### src/rtl/fetch_unit_pkg.sv
// Shared constants and types for the IF-stage fetch unit.
package fetch_unit_pkg;

  localparam int          WORD_W           = 32;
  localparam logic [31:0] DEFAULT_RESET_PC = 32'h0000_3000;
  localparam logic [31:0] PC_INC           = 32'd4;

  typedef enum logic [1:0] {
    FETCH,
    HOLD,
    KILL,
    HALT
  } fetch_state_t;

  function automatic logic is_aligned(input logic [WORD_W-1:0] addr);
    return addr[1:0] == 2'b00;
  endfunction

endpackage

### src/rtl/fetch_unit.sv
// IF-stage front end: owns the PC, issues word fetches over req/ready and
// delivers instr/pcplus to IF/ID, honouring stalls and ID redirects.
module fetch_unit
  import fetch_unit_pkg::*;
#(
  parameter logic [WORD_W-1:0] RESET_PC = DEFAULT_RESET_PC
) (
  input  logic              clk,
  input  logic              rst,
  input  logic              stall,
  input  logic              redirect,
  input  logic [WORD_W-1:0] redirect_pc,
  output logic              imem_req,
  output logic [WORD_W-1:0] imem_addr,
  input  logic              imem_ready,
  input  logic [WORD_W-1:0] imem_rdata,
  output logic [WORD_W-1:0] instr,
  output logic [WORD_W-1:0] pcplus,
  output logic              valid,
  output logic              misalign
);

  fetch_state_t      state;
  logic [WORD_W-1:0] pc;
  logic [WORD_W-1:0] hold_instr;
  logic [WORD_W-1:0] kill_pc;
  logic              misalign_q;
  logic [WORD_W-1:0] pc_seq;
  logic [WORD_W-1:0] kill_target;

  assign pc_seq      = pc + PC_INC;
  assign kill_target = redirect ? redirect_pc : kill_pc;

  always_ff @(posedge clk) begin
    if (!rst) begin
      state      <= FETCH;
      pc         <= RESET_PC;
      hold_instr <= '0;
      kill_pc    <= '0;
      misalign_q <= 1'b0;
    end else begin
      unique case (state)
        FETCH: begin
          if (imem_ready) begin
            if (redirect) begin
              if (is_aligned(redirect_pc)) begin
                pc <= redirect_pc;
              end else begin
                misalign_q <= 1'b1;
                state      <= HALT;
              end
            end else if (!stall) begin
              pc <= pc_seq;
            end else begin
              hold_instr <= imem_rdata;
              state      <= HOLD;
            end
          end else if (redirect) begin
            // request still in flight: its address must stay put, so park the target
            kill_pc <= redirect_pc;
            state   <= KILL;
          end
        end
        HOLD: begin
          if (redirect) begin
            if (is_aligned(redirect_pc)) begin
              pc    <= redirect_pc;
              state <= FETCH;
            end else begin
              misalign_q <= 1'b1;
              state      <= HALT;
            end
          end else if (!stall) begin
            pc    <= pc_seq;
            state <= FETCH;
          end
        end
        KILL: begin
          if (imem_ready) begin
            if (is_aligned(kill_target)) begin
              pc    <= kill_target;
              state <= FETCH;
            end else begin
              misalign_q <= 1'b1;
              state      <= HALT;
            end
          end else if (redirect) begin
            kill_pc <= redirect_pc;
          end
        end
        HALT: begin
        end
        default: state <= HALT;
      endcase
    end
  end

  always_comb begin
    imem_req  = 1'b0;
    imem_addr = pc;
    instr     = '0;
    pcplus    = pc_seq;
    valid     = 1'b0;
    if (!rst) begin
      imem_addr = RESET_PC;
      pcplus    = RESET_PC + PC_INC;
    end else begin
      unique case (state)
        FETCH: begin
          imem_req = 1'b1;
          valid    = imem_ready;
          instr    = imem_rdata;
        end
        HOLD: begin
          valid = 1'b1;
          instr = hold_instr;
        end
        KILL:    imem_req = 1'b1;
        HALT:    imem_req = 1'b0;
        default: imem_req = 1'b0;
      endcase
    end
  end

  assign misalign = misalign_q;

endmodule

### config.mk
export PLATFORM = sky130hd
export DESIGN_NAME = fetch_unit
export DESIGN_NICKNAME = d
export VERILOG_FILES = /design/src/rtl/fetch_unit_pkg.sv /design/src/rtl/fetch_unit.sv
export SDC_FILE = /design/constraint.sdc
export NUM_CORES = 1
export LEC_CHECK = 0
export CAP_MARGIN = 40
export CORE_AREA = 2 2 119 121
export CTS_BUF_LIST = sky130_fd_sc_hd__clkbuf_16
export DETAILED_ROUTE_END_ITERATION = 8
export DIE_AREA = 0 0 121 123
export PLACE_DENSITY_LB_ADDON = 0.3
export SYNTH_ARGS = -nofsm -noshare
export SYNTH_HDL_FRONTEND = slang
export SYNTH_SLANG_ARGS = --single-unit
### constraint.sdc
create_clock -name clk -period 6.18 [get_ports clk]
set_input_delay 0.927 -clock clk [delete_from_list [all_inputs] [get_ports clk]]
set_output_delay 0.927 -clock clk [all_outputs]
set_load 0.02 [all_outputs]
==> run_1/met1.png <==
Supply wires on this layer in gray.
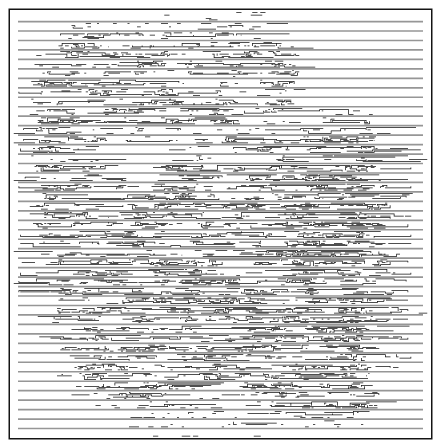
wire length on this layer	7820 um
share of all routed wire	45%
nets with wire on the layer	915
longest straight run	38.2 um
main direction	horizontal

==> run_1/met2.png <==
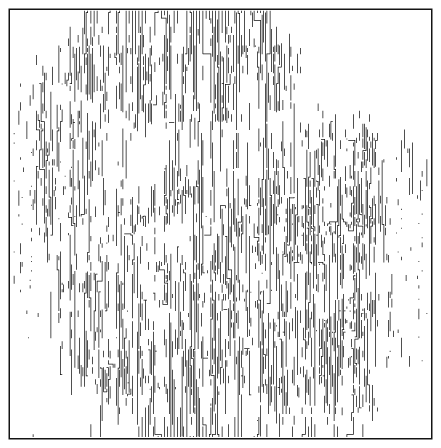
share of all routed wire	47%
wire length on this layer	8060 um
main direction	vertical

==> impl_metrics.xml, run 1 <==
<?xml version="1.0" encoding="UTF-8"?>
<metrics>
  <group name="status">
    <metric name="outcome" unit="">finished, final reports clean</metric>
  </group>
  <group name="synthesis">
    <metric name="ys_chip_area" unit="sq um">5850</metric>
    <metric name="asyncSetResetFlopFracSynth" unit="%">0</metric>
    <metric name="numSynthFlops" unit="">99</metric>
    <metric name="synthesis.area" unit="sq um">5850</metric>
    <metric name="ys.flop_type" unit="">dfxtp_1</metric>
    <metric name="post_synth_tally_of_flip_flops_with_integrated_enable" unit="">0</metric>
    <metric name="post_synth.cell_area_avg" unit="sq um">7.05</metric>
    <metric name="synth_cells" unit="">830</metric>
    <metric name="dominant_cell_type_by_area_after_synthesis" unit="">dfxtp_1</metric>
    <metric name="area_leaders" unit="">dfxtp_1 34%, nand2_1 11%, a21oi_1 9.5%</metric>
    <metric name="yosys.stat.seqShare" unit="%">33.9</metric>
    <metric name="top_cell_area_share" unit="%">33.9</metric>
  </group>
  <group name="final_timing">
    <metric name="grt_setup_unrepaired" unit="">no</metric>
    <metric name="setup_slack" unit="ps">2190</metric>
    <metric name="worst_slew_pin_slew" unit="ps">699</metric>
    <metric name="timing.final.hold_violations" unit="">0</metric>
    <metric name="slew_headroom" unit="%">53.1</metric>
    <metric name="skew" unit="ps">8.11</metric>
    <metric name="min_period_over_period" unit="%">64.6</metric>
    <metric name="report.final.setup_viol" unit="">0</metric>
    <metric name="period_minus_slack" unit="ps">3990</metric>
    <metric name="finalMaxSlewViolations" unit="">0</metric>
  </group>
  <group name="setup_path">
    <metric name="crit_path_top_delay_cell" unit="">clkdlybuf4s50_1</metric>
    <metric name="crit-reg2reg-launch" unit="">state[0]$_SDFFE_PN0P_</metric>
    <metric name="r2r-end" unit="">pc[12]$_SDFFE_PN1P_</metric>
    <metric name="critical_path_peak_fanout" unit="">7</metric>
    <metric name="critical_path.endpoint_type" unit="">output port</metric>
    <metric name="worst_path_largest_cell_delay" unit="ps">600</metric>
    <metric name="regToRegSetupSlack" unit="ps">3420</metric>
    <metric name="worst_setup_path_startpoint" unit="">pc[2]$_SDFFE_PN0P_</metric>
    <metric name="crit_chain" unit="">ha_1 &gt; nand3_1 &gt; nor4_4 &gt; nor3b_1 &gt; xnor2_1 &gt; nor2_1 &gt; clkdlybuf4s50_1</metric>
    <metric name="timing.critical_path.from_type" unit="">flip-flop</metric>
  </group>
  <group name="placement">
    <metric name="port-buffer-count" unit="">167</metric>
    <metric name="gpl_wtd_cong" unit="">0.959</metric>
    <metric name="dpl.hpwl" unit="um">11700</metric>
    <metric name="place_worst_setup_slack" unit="ps">2260</metric>
  </group>
  <group name="power">
    <metric name="cellLeakagePower" unit="nW">2.86</metric>
    <metric name="total_power_per_unit_cell_area" unit="nW/um^2">290</metric>
    <metric name="worst_ir_drop_vdd" unit="uV">170</metric>
  </group>
  <group name="layout">
    <metric name="final_net_count" unit="">1025</metric>
    <metric name="layout_top_cell_excl_fill_tap" unit="">nand2_1</metric>
    <metric name="final_layout_top_logic_cells" unit="">179 x nand2_1, 165 x clkdlybuf4s50_1, 111 x a21oi_1</metric>
    <metric name="antenna_cells" unit="">0</metric>
    <metric name="drive_above_1_share" unit="%">5.22</metric>
  </group>
  <group name="floorplan">
    <metric name="fp.dieH" unit="um">123</metric>
    <metric name="chip_area" unit="sq um">14900</metric>
    <metric name="placement_rows" unit="">43</metric>
    <metric name="core_area" unit="sq um">13600</metric>
    <metric name="die_w" unit="um">121</metric>
  </group>
  <group name="min_path">
    <metric name="worst_hold_class" unit="">flip-flop to flip-flop</metric>
  </group>
  <group name="global_routing">
    <metric name="wire_length_of_the_first_global_routing_pass" unit="um">27300</metric>
    <metric name="global_route.usage.met3" unit="%">3.87</metric>
    <metric name="global_route.usage.total" unit="%">22.6</metric>
    <metric name="antenna_violations_before_repair" unit="">0</metric>
    <metric name="groute.layer.met1.usage" unit="%">30.9</metric>
    <metric name="global_route.overflow_total" unit="">0</metric>
  </group>
  <group name="cts">
    <metric name="post_cts_resize_count" unit="">0</metric>
    <metric name="clk_transition_reported_paths" unit="ps">70</metric>
    <metric name="post_cts_buffers" unit="">0</metric>
    <metric name="htreeDepth" unit="">3</metric>
    <metric name="ctsRootBufferMaster" unit="">clkbuf_16</metric>
    <metric name="holdBufCountCts" unit="">0</metric>
    <metric name="cts-buffers-inserted" unit="">9</metric>
    <metric name="numClockSinks" unit="">99</metric>
  </group>
  <group name="flow_run">
    <metric name="tool_warnings" unit="">28</metric>
    <metric name="maxCapViolations" unit="">0</metric>
  </group>
  <group name="routing">
    <metric name="dr.pass1.iters" unit="">8</metric>
    <metric name="detail_route.wl_per_cell" unit="um">15.2</metric>
    <metric name="antenna_left" unit="">0</metric>
    <metric name="route.vias.total" unit="">6200</metric>
    <metric name="drt-total-wl" unit="um">17200</metric>
    <metric name="detail_route.vias_per_cell" unit="">5.45</metric>
  </group>
</metrics>
==> run_1/met3.png <==
Scale bar: 20 um.
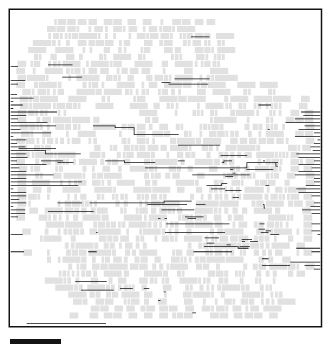
share of all routed wire	6.4%
nets with wire on the layer	126

-- run 1: how the worst min path moves through the flow --
stage	start	to	slack [ps]	cells past startpoint
5_1_grt	misalign$_SDFFE_PN0P_	misalign$_SDFFE_PN0P_	460	2
3_5_place_dp	misalign$_SDFFE_PN0P_	misalign$_SDFFE_PN0P_	440	2
3_3_place_gp	misalign$_SDFFE_PN0P_	misalign$_SDFFE_PN0P_	440	2
6_report	pc[1]$_SDFFE_PN0P_	pc[1]$_SDFFE_PN0P_	450	2
4_1_cts	pc[1]$_SDFFE_PN0P_	pc[1]$_SDFFE_PN0P_	450	2
2_1_floorplan	pc[0]$_SDFFE_PN0P_	pc[0]$_SDFFE_PN0P_	420	2
-- run 1: flip-flops by register name, summed over array words and instances (netlist names) --
signal,cells
state,2
kill_pc,32
pc,32
misalign,1
hold_instr,32
-- run 1: layout make-up --
| class | count | area [sq um] |
|---|---|---|
| Fill cell | 1286 | 5780 |
| Sequential cell | 99 | 1980 |
| Clock inverter | 7 | 46.3 |
| Clock buffer | 9 | 225 |
| Inverter | 24 | 92.6 |
| Tap cell | 180 | 225 |
| Timing Repair Buffer | 179 | 1750 |
| Multi-Input combinational cell | 639 | 3510 |
-- run 1: critical path: cells and delay by family, from the launching register on --
kind,cells,cell delay [ps]
xor gates and xnor gates,1,170
adders and majority gates,1,240
and+or+nand+nor,4,1270
DFF,1,440
buffers and inverters,1,600
-- run 1: power by group --
group	total [W]	switching [W]	internal (W)
Combinational	0.000958	0.000567	0.000391
Clock	0.000522	0.000250	0.000272
Sequential	0.000791	0.0000798	0.000711
-- run 1: synthesized netlist by cell type (13+ instances only) --
cell / n
and3_1: 13
dfxtp_1: 99
inv_1: 23
nand2_1: 179
clkbuf_1: 51
xnor2_1: 17
a21oi_1: 111
nor3_1: 15
nand3_1: 19
nor2_1: 75
and2_1: 32
a22oi_1: 32
o21ai_0: 39
-- run 1: layer usage --
metal | vias to the layer above | part of all wire (%)
li1 | 3093 | -
met1 | 2882 | 45
met2 | 208 | 47
met3 | 17 | 6.4
met4 | 0 | 1.6
met5 | - | 0
-- run 1: through the flow --
step	hold WS [ps]	total power, W	util (%)	instance area, sq um	cells
4_1_cts	451	0.00229	57.6	7840	1137
3_3_place_gp	437	0.00175	55.6	7560	1121
2_1_floorplan	423	0.00141	-	5850	830
5_1_grt	460	0.00241	57.6	7840	1137
6_report	447	0.00227	57.6	7840	1137
3_5_place_dp	438	0.00176	55.6	7560	1121
-- run 1: logic make-up (layout without fill, tap and decap cells) --
logic type,after synthesis,count (layout),share of synthesized area [%]
fa+ha+maj,4,4,0.855
compound gates,231,231,23.9
simple gates,372,372,30.3
flops,99,99,33.9
buf+inv,92,219,6.26
mux,4,4,0.684
xor+xnor,28,28,4.19
--- run 2 (diff from run 1) ---
==> constraint.sdc (replaced) <==
create_clock -name clk -period 3.8 [get_ports clk]
set_input_delay 0.57 -clock clk [delete_from_list [all_inputs] [get_ports clk]]
set_output_delay 0.57 -clock clk [all_outputs]
set_load 0.02 [all_outputs]
==> run_2/met2.png <==
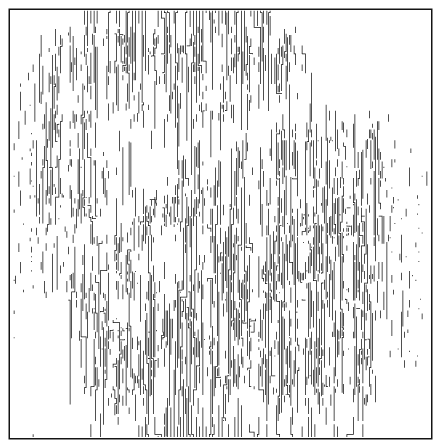
nets with wire on the layer	822
longest straight run	38.4 um
main direction	vertical
wire length on this layer	8100 um
share of all routed wire	47%

==> run 2 against run 1 <==
Effect of this change:
- sequential share of layout area shrank 0.21 points
- via count grew 0.42%
- first-iteration DRC count shrank 27%
- setup slack lost 1900 ps
- wire length grew 0.40%
- core utilization grew 0.48 points
- synthesized cell count is the same
- critical endpoint is now pcplus[14]
==> impl_metrics.xml, run 2 <==
<?xml version="1.0" encoding="UTF-8"?>
<metrics>
  <group name="cts">
    <metric name="clk_transition_reported_paths" unit="ps">70</metric>
    <metric name="holdBufCountCts" unit="">0</metric>
    <metric name="numClockSinks" unit="">99</metric>
    <metric name="cts_tree" unit="">done</metric>
    <metric name="htreeDepth" unit="">3</metric>
    <metric name="cts-buffers-inserted" unit="">9</metric>
    <metric name="worst_skew_pair.late_latency" unit="ps">340</metric>
    <metric name="ctsLongestPathBuffers" unit="">2</metric>
    <metric name="post_cts_resize_count" unit="">0</metric>
    <metric name="post_cts_buffers" unit="">0</metric>
    <metric name="ctsRootBufferMaster" unit="">clkbuf_16</metric>
  </group>
  <group name="final_timing">
    <metric name="grt_setup_unrepaired" unit="">no</metric>
    <metric name="max_clock_freq" unit="GHz">0.283</metric>
    <metric name="skew" unit="ps">4.30</metric>
    <metric name="timing.final.hold_violations" unit="">0</metric>
    <metric name="report.final.setup_viol" unit="">0</metric>
    <metric name="min_period_over_period" unit="%">93.0</metric>
    <metric name="slew_headroom" unit="%">43.3</metric>
    <metric name="setup_tns" unit="ps">0</metric>
    <metric name="worst_slew_pin_slew" unit="ps">846</metric>
    <metric name="period_minus_slack" unit="ps">3530</metric>
    <metric name="finalMaxSlewViolations" unit="">0</metric>
  </group>
  <group name="routing">
    <metric name="drt-total-wl" unit="um">17300</metric>
    <metric name="drc" unit="">0</metric>
    <metric name="detail_route.wl_per_cell" unit="um">15.2</metric>
    <metric name="drt-initial-drc-count" unit="">432</metric>
    <metric name="route.vias.total" unit="">6226</metric>
    <metric name="antenna_left" unit="">0</metric>
    <metric name="detail_route.vias_per_cell" unit="">5.47</metric>
    <metric name="dr.pass1.iters" unit="">7</metric>
  </group>
  <group name="power">
    <metric name="total_power_per_unit_cell_area" unit="nW/um^2">476</metric>
    <metric name="cellLeakagePower" unit="nW">2.90</metric>
    <metric name="worst_ir_drop_vdd" unit="uV">286</metric>
  </group>
  <group name="setup_path">
    <metric name="regToRegSetupSlack" unit="ps">960</metric>
    <metric name="cp.required" unit="ps">3230</metric>
    <metric name="critical_path.endpoint_type" unit="">output port</metric>
    <metric name="timing.critical_path.from_type" unit="">flip-flop</metric>
    <metric name="critical_path_peak_fanout" unit="">7</metric>
    <metric name="timing.critical_path.arrival" unit="ps">2960</metric>
    <metric name="crit_path_top_delay_cell" unit="">or4_2</metric>
    <metric name="worst_path_largest_cell_delay" unit="ps">780</metric>
    <metric name="crit_type" unit="">flip-flop to output port</metric>
    <metric name="crit_chain" unit="">ha_1 &gt; nand3_1 &gt; or4_2 &gt; xor2_1 &gt; nor2_1 &gt; clkdlybuf4s50_1</metric>
  </group>
  <group name="synthesis">
    <metric name="synth_simple_gate_area_share" unit="%">30.3</metric>
    <metric name="yosys.stat.seqShare" unit="%">33.9</metric>
    <metric name="ys_chip_area" unit="sq um">5850</metric>
    <metric name="synth.lib_cells_used.distinct" unit="">63</metric>
    <metric name="count_of_yosys_warnings_during_synthesis" unit="">0</metric>
    <metric name="dominant_cell_type_by_area_after_synthesis" unit="">dfxtp_1</metric>
    <metric name="ys_sh_aoi" unit="%">23.9</metric>
    <metric name="post_synth_fa_ha_maj_area_fraction" unit="%">0.855</metric>
    <metric name="post_synth.cell_area_avg" unit="sq um">7.05</metric>
    <metric name="synthesis.area" unit="sq um">5850</metric>
    <metric name="synth_top_cell_by_count" unit="">nand2_1</metric>
    <metric name="area_leaders" unit="">dfxtp_1 34%, nand2_1 11%, a21oi_1 9.5%</metric>
    <metric name="synth.yosys.num_cells" unit="">830</metric>
    <metric name="synth.cellmix.xorXnorShare" unit="%">4.19</metric>
    <metric name="numSynthFlops" unit="">99</metric>
    <metric name="top_logic_kind" unit="">simple AND/OR/NAND/NOR gates</metric>
    <metric name="syn-num-nets" unit="">903</metric>
    <metric name="post_synth_tally_of_flip_flops_with_integrated_enable" unit="">0</metric>
    <metric name="ys.flop_type" unit="">dfxtp_1</metric>
    <metric name="top_cell_area_share" unit="%">33.9</metric>
    <metric name="synth.top_cells.by_count" unit="">179 x nand2_1, 111 x a21oi_1, 99 x dfxtp_1</metric>
    <metric name="asyncSetResetFlopFracSynth" unit="%">0</metric>
    <metric name="synth_cells" unit="">830</metric>
    <metric name="synth.mux.area_fraction" unit="%">0.684</metric>
  </group>
  <group name="placement">
    <metric name="dp.cells" unit="">1123</metric>
    <metric name="dpl.hpwl" unit="um">11800</metric>
    <metric name="port-buffer-count" unit="">167</metric>
    <metric name="gpl_wtd_cong" unit="">0.902</metric>
  </group>
  <group name="layout">
    <metric name="layout_top_registers" unit="">hold_instr (32), kill_pc (32), pc (32)</metric>
    <metric name="final_net_count" unit="">1027</metric>
    <metric name="area.growth.synth_to_final" unit="%">35.0</metric>
    <metric name="fin_cells" unit="">1139</metric>
    <metric name="antenna_cells" unit="">0</metric>
    <metric name="final_layout_top_logic_cells" unit="">179 x nand2_1, 165 x clkdlybuf4s50_1, 111 x a21oi_1</metric>
    <metric name="drive_above_1_share" unit="%">5.21</metric>
    <metric name="layout_top_cell_excl_fill_tap" unit="">nand2_1</metric>
  </group>
  <group name="floorplan">
    <metric name="placement_rows" unit="">43</metric>
    <metric name="die_w" unit="um">121</metric>
    <metric name="fp.dieH" unit="um">123</metric>
    <metric name="chip_area" unit="sq um">14900</metric>
    <metric name="initial_utilization" unit="%">43.0</metric>
    <metric name="io_pins" unit="">168</metric>
    <metric name="core_area" unit="sq um">13600</metric>
  </group>
  <group name="global_routing">
    <metric name="global_route.overflow_total" unit="">0</metric>
    <metric name="global_route.usage.total" unit="%">22.9</metric>
    <metric name="wire_length_of_the_first_global_routing_pass" unit="um">27600</metric>
    <metric name="first_global_vias" unit="">5534</metric>
    <metric name="grt_max_degree" unit="">87</metric>
    <metric name="antenna_violations_before_repair" unit="">0</metric>
  </group>
  <group name="flow_run">
    <metric name="maxCapViolations" unit="">0</metric>
    <metric name="tool_warnings" unit="">28</metric>
  </group>
  <group name="min_path">
    <metric name="worst_hold_class" unit="">flip-flop to flip-flop</metric>
  </group>
  <group name="status">
    <metric name="outcome" unit="">finished, final reports clean</metric>
  </group>
</metrics>
-- run 2: cell families (layout without fill, tap and decap cells) --
kind of cell | count (synthesis) | after routing
adders and majority gates | 4 | 4
DFF | 99 | 99
and+or+nand+nor | 372 | 372
muxes | 4 | 4
AOI/OAI and AO/OA | 231 | 231
xor gates and xnor gates | 28 | 28
buffers and inverters | 92 | 221
-- run 2: power by group --
group          switching [W]  internal (W)  total, W
Sequential          0.000128       0.00116   0.00128
Combinational       0.000929      0.000661   0.00159
Clock               0.000389      0.000498  0.000887
-- run 2: cell type report --
| cell class | instances | area (sq um) |
|---|---|---|
| Inverter | 24 | 92.6 |
| Sequential cell | 99 | 1980 |
| Fill cell | 1289 | 5710 |
| Tap cell | 180 | 225 |
| Multi-Input combinational cell | 639 | 3520 |
| Clock inverter | 7 | 53.8 |
| Clock buffer | 9 | 225 |
| Timing Repair Buffer | 181 | 1800 |
-- run 2: worst paths after layout --
path	startpoint	cells past startpoint	endpoint
max	pc[2]$_SDFFE_PN0P_	6	pcplus[14]
min	pc[0]$_SDFFE_PN0P_	2	pc[0]$_SDFFE_PN0P_
max reg2reg	state[0]$_SDFFE_PN0P_	6	pc[29]$_SDFFE_PN0P_
min reg2reg	pc[0]$_SDFFE_PN0P_	2	pc[0]$_SDFFE_PN0P_
-- run 2: worst max-delay path: cells and delay by family (launching register included) --
kind,cells,cell delay [ps]
adder cells (fa/ha/maj),1,230
flip-flops,1,430
XOR/XNOR,1,170
AND/OR/NAND/NOR,3,1190
buffers and inverters,1,610
-- run 2: layer usage --
layer	vias to the layer above	GRT usage, %	wire, um
met2	210	36.5	8100
met5	-	0	0
met4	0	8.43	276
met3	18	3.41	1140
li1	3092	-	-
met1	2906	31.4	7800
-- run 2: stage by stage --
stage | area [sq um] | utilization (%) | power, W | hold slack (ps) | setup WS [ps]
6_report | 7900 | 58.0 | 0.00376 | 443 | 268
5_1_grt | 7900 | 58.0 | 0.00399 | 467 | 90.0
4_1_cts | 7900 | 58.0 | 0.00378 | 448 | 251
3_5_place_dp | 7620 | 56.0 | 0.00289 | 439 | 631
3_3_place_gp | 7620 | 56.0 | 0.00288 | 433 | 697
2_1_floorplan | 5850 | - | 0.00229 | 423 | 1280
--- run 3 (diff from run 2) ---
==> constraint.sdc (replaced) <==
create_clock -name clk -period 4.4 [get_ports clk]
set_input_delay 0.66 -clock clk [delete_from_list [all_inputs] [get_ports clk]]
set_output_delay 0.66 -clock clk [all_outputs]
set_load 0.02 [all_outputs]
==> run 3 against run 2 <==
Effect of this change:
- first-iteration DRC count rose by 19%
- via count rose by 0.37%
- final cell count barely moved
- critical path depth rose by 1
- non-clock buffer count fell by 1
- core utilization barely moved
- wire length rose by 0.65%
- die area did not move
- highest routed layer unchanged
- critical path type unchanged
- sequential share of layout area barely moved
- largest power group unchanged
- synthesized cell count did not move
- worst hold slack improved by 1.4 ps
==> impl_metrics.xml, run 3 <==
<?xml version="1.0" encoding="UTF-8"?>
<metrics>
  <group name="final_timing">
    <metric name="timing.final.hold_violations" unit="">0</metric>
    <metric name="finalHoldWorstSlack" unit="ps">444</metric>
    <metric name="setup_tns" unit="ps">0</metric>
    <metric name="max_clock_freq" unit="GHz">0.270</metric>
    <metric name="worst_slew_pin_slew" unit="ps">831</metric>
    <metric name="report.final.setup_viol" unit="">0</metric>
    <metric name="min_period_over_period" unit="%">84.0</metric>
    <metric name="skew" unit="ps">7.47</metric>
    <metric name="grt_setup_unrepaired" unit="">no</metric>
    <metric name="slew_headroom" unit="%">44.3</metric>
    <metric name="period_minus_slack" unit="ps">3700</metric>
    <metric name="finalMaxSlewViolations" unit="">0</metric>
  </group>
  <group name="routing">
    <metric name="route.vias.total" unit="">6249</metric>
    <metric name="drc" unit="">0</metric>
    <metric name="detail_route.wl_per_cell" unit="um">15.3</metric>
    <metric name="dr.pass1.iters" unit="">5</metric>
    <metric name="antenna_left" unit="">0</metric>
    <metric name="drt-total-wl" unit="um">17400</metric>
    <metric name="detail_route.vias_per_cell" unit="">5.49</metric>
    <metric name="drt-initial-drc-count" unit="">514</metric>
  </group>
  <group name="cts">
    <metric name="post_cts_resize_count" unit="">0</metric>
    <metric name="cts_tree" unit="">done</metric>
    <metric name="cts-buffers-inserted" unit="">9</metric>
    <metric name="clk_transition_reported_paths" unit="ps">60</metric>
    <metric name="worst_skew_pair.late_latency" unit="ps">350</metric>
    <metric name="ctsLongestPathBuffers" unit="">2</metric>
    <metric name="htreeDepth" unit="">3</metric>
    <metric name="ctsRootBufferMaster" unit="">clkbuf_16</metric>
    <metric name="post_cts_buffers" unit="">0</metric>
    <metric name="holdBufCountCts" unit="">0</metric>
    <metric name="numClockSinks" unit="">99</metric>
  </group>
  <group name="floorplan">
    <metric name="fp.dieH" unit="um">123</metric>
    <metric name="io_pins" unit="">168</metric>
    <metric name="placement_rows" unit="">43</metric>
    <metric name="die_w" unit="um">121</metric>
    <metric name="chip_area" unit="sq um">14900</metric>
    <metric name="initial_utilization" unit="%">43.0</metric>
    <metric name="core_area" unit="sq um">13600</metric>
  </group>
  <group name="setup_path">
    <metric name="critical_path.endpoint_type" unit="">output port</metric>
    <metric name="critical_path_peak_fanout" unit="">7</metric>
    <metric name="timing.critical_path.arrival" unit="ps">3040</metric>
    <metric name="timing.critical_path.from_type" unit="">flip-flop</metric>
    <metric name="crit_type" unit="">flip-flop to output port</metric>
    <metric name="worst_path_largest_cell_delay" unit="ps">610</metric>
    <metric name="cp.required" unit="ps">3740</metric>
    <metric name="crit_chain" unit="">ha_1 &gt; nand3_1 &gt; nor4_4 &gt; nor3b_1 &gt; xnor2_1 &gt; nor2_1 &gt; clkdlybuf4s50_1</metric>
    <metric name="crit_path_top_delay_cell" unit="">clkdlybuf4s50_1</metric>
  </group>
  <group name="status">
    <metric name="outcome" unit="">finished, final reports clean</metric>
  </group>
  <group name="layout">
    <metric name="final_net_count" unit="">1026</metric>
    <metric name="layout_top_registers" unit="">hold_instr (32), kill_pc (32), pc (32)</metric>
    <metric name="layout_top_cell_excl_fill_tap" unit="">nand2_1</metric>
    <metric name="final_layout_top_logic_cells" unit="">179 x nand2_1, 165 x clkdlybuf4s50_1, 111 x a21oi_1</metric>
    <metric name="filler_cell_count" unit="">1307</metric>
    <metric name="antenna_cells" unit="">0</metric>
    <metric name="area.growth.synth_to_final" unit="%">35.1</metric>
    <metric name="drive_above_1_share" unit="%">5.22</metric>
    <metric name="final_standard_cell_area_without_fillers" unit="sq um">7910</metric>
    <metric name="final_core_utilization" unit="%">58.1</metric>
  </group>
  <group name="global_routing">
    <metric name="wire_length_of_the_first_global_routing_pass" unit="um">27900</metric>
    <metric name="grt_max_degree" unit="">76</metric>
    <metric name="global_route.usage.total" unit="%">23.4</metric>
    <metric name="global_route.overflow_total" unit="">0</metric>
    <metric name="antenna_violations_before_repair" unit="">0</metric>
    <metric name="first_global_vias" unit="">5491</metric>
  </group>
  <group name="flow_run">
    <metric name="maxCapViolations" unit="">0</metric>
    <metric name="tool_warnings" unit="">28</metric>
  </group>
  <group name="placement">
    <metric name="dpl.hpwl" unit="um">11600</metric>
    <metric name="placedInstanceArea" unit="sq um">7600</metric>
    <metric name="gpl_wtd_cong" unit="">0.937</metric>
    <metric name="port-buffer-count" unit="">167</metric>
  </group>
  <group name="synthesis">
    <metric name="area_leaders" unit="">dfxtp_1 34%, nand2_1 11%, a21oi_1 9.5%</metric>
    <metric name="numSynthFlops" unit="">99</metric>
    <metric name="synth_cells" unit="">830</metric>
    <metric name="ys_chip_area" unit="sq um">5850</metric>
    <metric name="synth_top_cell_by_count" unit="">nand2_1</metric>
    <metric name="ys.flop_type" unit="">dfxtp_1</metric>
    <metric name="synth.top_cells.by_count" unit="">179 x nand2_1, 111 x a21oi_1, 99 x dfxtp_1</metric>
    <metric name="top_cell_area_share" unit="%">33.9</metric>
    <metric name="dominant_cell_type_by_area_after_synthesis" unit="">dfxtp_1</metric>
    <metric name="synth.yosys.num_cells" unit="">830</metric>
    <metric name="synth.lib_cells_used.distinct" unit="">63</metric>
    <metric name="syn-num-nets" unit="">903</metric>
    <metric name="count_of_yosys_warnings_during_synthesis" unit="">0</metric>
    <metric name="yosys.stat.seqShare" unit="%">33.9</metric>
    <metric name="synthesis.area" unit="sq um">5850</metric>
    <metric name="asyncSetResetFlopFracSynth" unit="%">0</metric>
    <metric name="post_synth.cell_area_avg" unit="sq um">7.05</metric>
    <metric name="post_synth_tally_of_flip_flops_with_integrated_enable" unit="">0</metric>
  </group>
  <group name="power">
    <metric name="cellLeakagePower" unit="nW">2.89</metric>
    <metric name="worst_ir_drop_vdd" unit="uV">241</metric>
    <metric name="total_power_per_unit_cell_area" unit="nW/um^2">419</metric>
  </group>
  <group name="min_path">
    <metric name="worst_hold_class" unit="">flip-flop to flip-flop</metric>
  </group>
</metrics>
[run 3: logic make-up (layout without fill, tap and decap cells)]
logic type,after synthesis,count (layout),synth area share (%)
muxes,4,4,0.684
AOI/OAI and AO/OA,231,231,23.9
adders and majority gates,4,4,0.855
DFF,99,99,33.9
buffers and inverters,92,220,6.26
and+or+nand+nor,372,372,30.3
xor gates and xnor gates,28,28,4.19
[run 3: per-layer routing]
metal,up-vias,GRT usage [%],share of wire (%)
met1,2908,32.0,45
met2,225,36.9,47
met4,0,7.92,1.6
met5,-,0,0
met3,21,4.52,6.9
li1,3095,-,-
[run 3: area by class of cell]
| type | instances | area (sq um) | share of cell area [%] |
|---|---|---|---|
| well taps | 180 | 225 | 2.85 |
| repair buffers | 180 | 1780 | 22.6 |
| flip-flops and latches | 99 | 1980 | 25.1 |
| clock inverters | 7 | 83.8 | 1.06 |
| inverters | 24 | 92.6 | 1.17 |
| multi-input cells | 639 | 3510 | 44.4 |
| clock buffers | 9 | 225 | 2.85 |
[run 3: where the power goes]
| group | internal (W) | total [W] | leakage [nW] | switching (W) |
|---|---|---|---|---|
| Clock | 0.000492 | 0.000842 | 0.152 | 0.000350 |
| Sequential | 0.000998 | 0.00111 | 0.806 | 0.000109 |
| Combinational | 0.000562 | 0.00137 | 1.93 | 0.000803 |
[run 3: final timing paths]
kind,start,end,slack (ps),cells past startpoint
max,pc[2]$_SDFFE_PN0P_,pcplus[20],700,7
min,pc[0]$_SDFFE_PN0P_,pc[0]$_SDFFE_PN0P_,440,2
max reg2reg,state[0]$_SDFFE_PN0P_,pc[12]$_SDFFE_PN1P_,1560,8
min reg2reg,pc[0]$_SDFFE_PN0P_,pc[0]$_SDFFE_PN0P_,440,2
[run 3: critical path, delay by kind of cell, from the launching register on]
kind / cells / cell delay, ps
XOR/XNOR: 1 / 150
adder cells (fa/ha/maj): 1 / 230
buffers and inverters: 1 / 610
flip-flops: 1 / 430
AND/OR/NAND/NOR: 4 / 1260
[run 3: per-stage QoR]
step                      worst slack [ps]  cells  power (W)
after floorplan                       1790    830    0.00197
after global placement                1200   1122    0.00247
after detailed placement              1090   1122    0.00248
after CTS                              714   1138    0.00332
after global routing                   532   1138    0.00351
final                                  702   1138    0.00331
==> run_3/met3.png <==
Scale bar: 20 um.
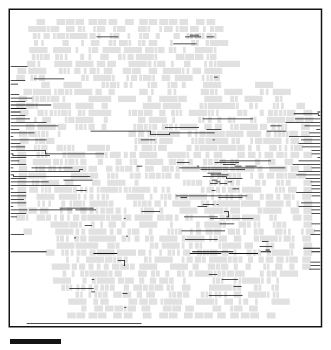
wire length on this layer	1200 um
share of all routed wire	6.9%

Power and IR drop assume default switching activity.
